[src/rtl/uart_prog_loader_if.sv]
// UART programming port bundle: received-byte strobe in, memory-programming signals out.
// The master side feeds bytes; the slave side (the loader) drives the upg_* outputs.
interface uart_prog_loader_if;
    logic        rx_valid_i;
    logic [7:0]  rx_byte_i;
    logic        upg_rst_o;
    logic        upg_wen_o;
    logic [14:0] upg_adr_o;
    logic [31:0] upg_dat_o;
    logic        upg_done_o;
    logic        err_o;
    logic        busy_o;

    modport master (
        output rx_valid_i, rx_byte_i,
        input  upg_rst_o, upg_wen_o, upg_adr_o, upg_dat_o, upg_done_o, err_o, busy_o
    );

    modport slave (
        input  rx_valid_i, rx_byte_i,
        output upg_rst_o, upg_wen_o, upg_adr_o, upg_dat_o, upg_done_o, err_o, busy_o
    );
endinterface

[src/rtl/uart_prog_loader.sv]
// Frames a UART byte stream into 32-bit memory writes; write strobe follows the 4th byte of a word by 1 cycle.
// No backpressure: every rx_valid_i strobe is consumed in the cycle it arrives.
module uart_prog_loader #(
    parameter logic [7:0] SYNC_BYTE      = 8'h5A,
    parameter int         TIMEOUT_CYCLES = 2_000_000
) (
    input logic               clock,
    input logic               reset,
    uart_prog_loader_if.slave upg
);
    localparam int TW = $clog2(TIMEOUT_CYCLES + 1);

    typedef enum logic [2:0] {
        S_IDLE, S_SEG, S_LEN_L, S_LEN_H, S_DATA, S_CSUM, S_DONE, S_ERR
    } state_t;

    state_t        state;
    logic [TW-1:0] tmo_cnt;
    logic          seg;
    logic [7:0]    len_l;
    logic [14:0]   words_left;
    logic [13:0]   idx;
    logic [1:0]    byte_cnt;
    logic [23:0]   pack;
    logic [7:0]    csum;
    logic          in_frame;
    logic [15:0]   len_w;

    assign in_frame = (state == S_SEG) || (state == S_LEN_L) || (state == S_LEN_H) ||
                      (state == S_DATA) || (state == S_CSUM);
    assign len_w    = {upg.rx_byte_i, len_l};

    always_ff @(posedge clock) begin
        if (reset) begin
            state          <= S_IDLE;
            tmo_cnt        <= '0;
            seg            <= 1'b0;
            len_l          <= '0;
            words_left     <= '0;
            idx            <= '0;
            byte_cnt       <= '0;
            pack           <= '0;
            csum           <= '0;
            upg.upg_rst_o  <= 1'b1;
            upg.upg_wen_o  <= 1'b0;
            upg.upg_adr_o  <= '0;
            upg.upg_dat_o  <= '0;
            upg.upg_done_o <= 1'b0;
            upg.err_o      <= 1'b0;
            upg.busy_o     <= 1'b0;
        end else begin
            upg.upg_wen_o <= 1'b0;
            // Timeout takes priority; a byte landing in the same cycle is dropped.
            if (in_frame && (tmo_cnt == TW'(TIMEOUT_CYCLES))) begin
                state          <= S_ERR;
                upg.err_o      <= 1'b1;
                upg.upg_rst_o  <= 1'b1;
                upg.upg_done_o <= 1'b0;
                upg.busy_o     <= 1'b0;
            end else begin
                if (in_frame)
                    tmo_cnt <= upg.rx_valid_i ? '0 : tmo_cnt + TW'(1);
                if (upg.rx_valid_i) begin
                    if (in_frame)
                        csum <= csum ^ upg.rx_byte_i;
                    case (state)
                        S_IDLE, S_DONE, S_ERR: begin
                            if (upg.rx_byte_i == SYNC_BYTE) begin
                                state          <= S_SEG;
                                tmo_cnt        <= '0;
                                csum           <= '0;
                                upg.upg_rst_o  <= 1'b0;
                                upg.upg_done_o <= 1'b0;
                                upg.err_o      <= 1'b0;
                                upg.busy_o     <= 1'b1;
                            end
                        end
                        S_SEG: begin
                            seg   <= upg.rx_byte_i[0];
                            state <= S_LEN_L;
                        end
                        S_LEN_L: begin
                            len_l <= upg.rx_byte_i;
                            state <= S_LEN_H;
                        end
                        S_LEN_H: begin
                            if ((len_w == 16'd0) || (len_w > 16'd16384)) begin
                                state          <= S_ERR;
                                upg.err_o      <= 1'b1;
                                upg.upg_rst_o  <= 1'b1;
                                upg.upg_done_o <= 1'b0;
                                upg.busy_o     <= 1'b0;
                            end else begin
                                words_left <= len_w[14:0];
                                idx        <= '0;
                                byte_cnt   <= '0;
                                state      <= S_DATA;
                            end
                        end
                        S_DATA: begin
                            // Right shift lands the first byte of each word in [7:0].
                            byte_cnt <= byte_cnt + 2'd1;
                            pack     <= {upg.rx_byte_i, pack[23:8]};
                            if (byte_cnt == 2'd3) begin
                                upg.upg_wen_o <= 1'b1;
                                upg.upg_adr_o <= {seg, idx};
                                upg.upg_dat_o <= {upg.rx_byte_i, pack};
                                idx           <= idx + 14'd1;
                                words_left    <= words_left - 15'd1;
                                if (words_left == 15'd1)
                                    state <= S_CSUM;
                            end
                        end
                        S_CSUM: begin
                            upg.upg_rst_o <= 1'b1;
                            upg.busy_o    <= 1'b0;
                            if (upg.rx_byte_i == csum) begin
                                state          <= S_DONE;
                                upg.upg_done_o <= 1'b1;
                                upg.err_o      <= 1'b0;
                            end else begin
                                state          <= S_ERR;
                                upg.upg_done_o <= 1'b0;
                                upg.err_o      <= 1'b1;
                            end
                        end
                        default: state <= S_IDLE;
                    endcase
                end
            end
        end
    end
endmodule

[src/flat_wrapper.sv]
// flat-port wrapper written by rule: the top's interface ports become plain ports
module uart_prog_loader_flat 
#(
    parameter logic [7:0] SYNC_BYTE      = 8'h5A,
    parameter int         TIMEOUT_CYCLES = 2_000_000
)
  (clock, reset, upg_rx_valid_i, upg_rx_byte_i, upg_upg_rst_o, upg_upg_wen_o, upg_upg_adr_o, upg_upg_dat_o, upg_upg_done_o, upg_err_o, upg_busy_o);
  uart_prog_loader_if upg_i ();
  input logic clock;
  input logic reset;
  input wire logic [$bits(upg_i.rx_valid_i)-1:0] upg_rx_valid_i;
  input wire logic [$bits(upg_i.rx_byte_i)-1:0] upg_rx_byte_i;
  output wire logic [$bits(upg_i.upg_rst_o)-1:0] upg_upg_rst_o;
  output wire logic [$bits(upg_i.upg_wen_o)-1:0] upg_upg_wen_o;
  output wire logic [$bits(upg_i.upg_adr_o)-1:0] upg_upg_adr_o;
  output wire logic [$bits(upg_i.upg_dat_o)-1:0] upg_upg_dat_o;
  output wire logic [$bits(upg_i.upg_done_o)-1:0] upg_upg_done_o;
  output wire logic [$bits(upg_i.err_o)-1:0] upg_err_o;
  output wire logic [$bits(upg_i.busy_o)-1:0] upg_busy_o;
  assign upg_i.rx_valid_i = upg_rx_valid_i;
  assign upg_i.rx_byte_i = upg_rx_byte_i;
  assign upg_upg_rst_o = upg_i.upg_rst_o;
  assign upg_upg_wen_o = upg_i.upg_wen_o;
  assign upg_upg_adr_o = upg_i.upg_adr_o;
  assign upg_upg_dat_o = upg_i.upg_dat_o;
  assign upg_upg_done_o = upg_i.upg_done_o;
  assign upg_err_o = upg_i.err_o;
  assign upg_busy_o = upg_i.busy_o;
  uart_prog_loader #(.SYNC_BYTE(SYNC_BYTE), .TIMEOUT_CYCLES(TIMEOUT_CYCLES)) u_core (.clock(clock), .reset(reset), .upg(upg_i));
endmodule
[config.mk]
export PLATFORM = sky130hd
export DESIGN_NAME = uart_prog_loader_flat
export DESIGN_NICKNAME = d
export VERILOG_FILES = /design/src/rtl/uart_prog_loader_if.sv /design/src/rtl/uart_prog_loader.sv /design/src/flat_wrapper.sv
export SDC_FILE = /design/constraint.sdc
export NUM_CORES = 1
export LEC_CHECK = 0
export CORE_MARGIN = 8
export CORE_UTILIZATION = 31
export CTS_CLUSTER_DIAMETER = 200
export DETAILED_ROUTE_END_ITERATION = 7
export PLACE_DENSITY = 0.59
export SLEW_MARGIN = 25
export SYNTH_ARGS = -nofsm -noshare
export SYNTH_HDL_FRONTEND = slang
export SYNTH_SLANG_ARGS = --single-unit
[constraint.sdc]
create_clock -name clock -period 3.5 [get_ports clock]
set_input_delay 0.875 -clock clock [delete_from_list [all_inputs] [get_ports clock]]
set_output_delay 0.875 -clock clock [all_outputs]
set_load 0.02 [all_outputs]
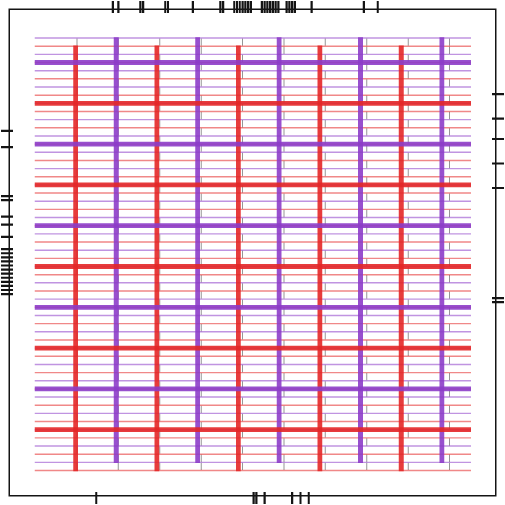
**Above:** supply network.
(3 px per micron) Pins as bars on the die edge. Tap cells in grey.
- red: VSS
- purple: VDD
- tap cells: 275
- signal pins: 63
- met5 straps: 10
- met1 rails: 54
- rows: 53

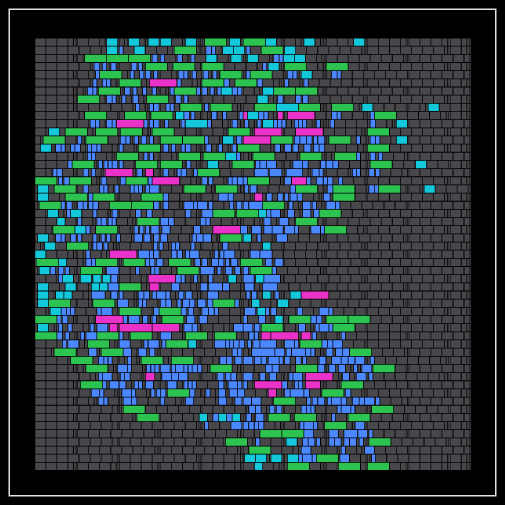
**Above:** cell classes on the final placement.
(3 px per micron) Fill, decap, tap and diode cells in grey.
- cyan: remaining buffers and delay cells (cells 86)
- blue: remaining logic cells (cells 627)
- magenta: clock drivers and dummy loads (cells 30)
- green: registers (cells 148)

==> metrics.cfg <==
[finish]
design_area_sq_mm=0.008059
final_common_cell=nand2_1
dominant_cells=logic gates
drive_above_1_share_pct=8.418
final_util_pct=38.46
num_antenna_cells=0
area_delta_synth_final_pct=22.52
n_all_buffers=86

[synthesis]
most_common_cell=nand2_1
top_area_share_pct=45.04
muxShareOfSynthArea_pct=2.264
ys_cells=829
ys_top_logic_family=simple AND/OR/NAND/NOR gates
synth-main-ff-cell=dfxtp_1
synth_cell_type_count=68
edf_count=0
synthTopCellsByCount=nand2_1, dfxtp_1, a21oi_1
ys_warn_count=0

[sta]
rsz0062_at_grt=no
hold-worst-slack_ns=0.4501
setup_ws_ns=0.6019
relSlewSlack_pct=47.19
fmax_ghz=0.3451
hold_viol=0
final_max_slew_viol_count=0

[power]
ir_drop_uv=323.1
p_switching_mw=0.8091
p_total_mw=3.542

[global_routing]
use_met3_pct=3.012
grtUsageMet2_pct=21.33
grt_pass1_wl_mm=28.30
antenna_found_initial=0

[setup_path]
cp_data_required_time_ns=3.82
endpoint_kind=flop
worstSetupPathType=in -> reg
crit_path_start_kind=primary input
reg2reg_slack_ns=0.85
slowest_delay_ns=0.60
crit_chain=clkdlybuf4s50_1 -> nor3_1 -> and4_4 -> mux2i_2 -> a21oi_2 -> o21ai_0 -> a32o_1

[cts]
hold_buffers=0
cts_made_buffers=17

[status]
status=completed

[placement]
postPlaceCellArea_sq_mm=0.007498

[floorplan]
die_area_sq_mm=0.02614

[run]
drv_cap=0

[min_path]
worstHoldPathType=reg -> reg
min_to=u_core.upg.upg_dat_o[2]

==> state kept, by name, summed over array words and instances (netlist names), 2 cells and up <==
register              count
u_core.csum               8
u_core.byte_cnt           2
u_core.len_l              8
u_core.tmo_cnt           21
u_core.upg.upg_adr_o     15
u_core.words_left        15
u_core.pack              24
u_core.idx               14
u_core.state              3
u_core.upg.upg_dat_o     32
==> power groups by stage <==
stage                     Clock, mW  Sequential (mW)  Combinational, mW
after floorplan                   0             1.72             0.0596
after global placement            0             1.72              0.101
after detailed placement          0             1.72              0.101
after CTS                      1.80             1.69              0.101
after global routing           1.86             1.68              0.110
final                          1.76             1.69              0.102
==> tightest hold or removal path: stages (launching register included) <==
cell and delay (ns):
dfxtp_1 0.31, nand2_1 0.05, a21oi_1 0.05
Power figures rest on the tool's default switching activity, not on a simulated workload.
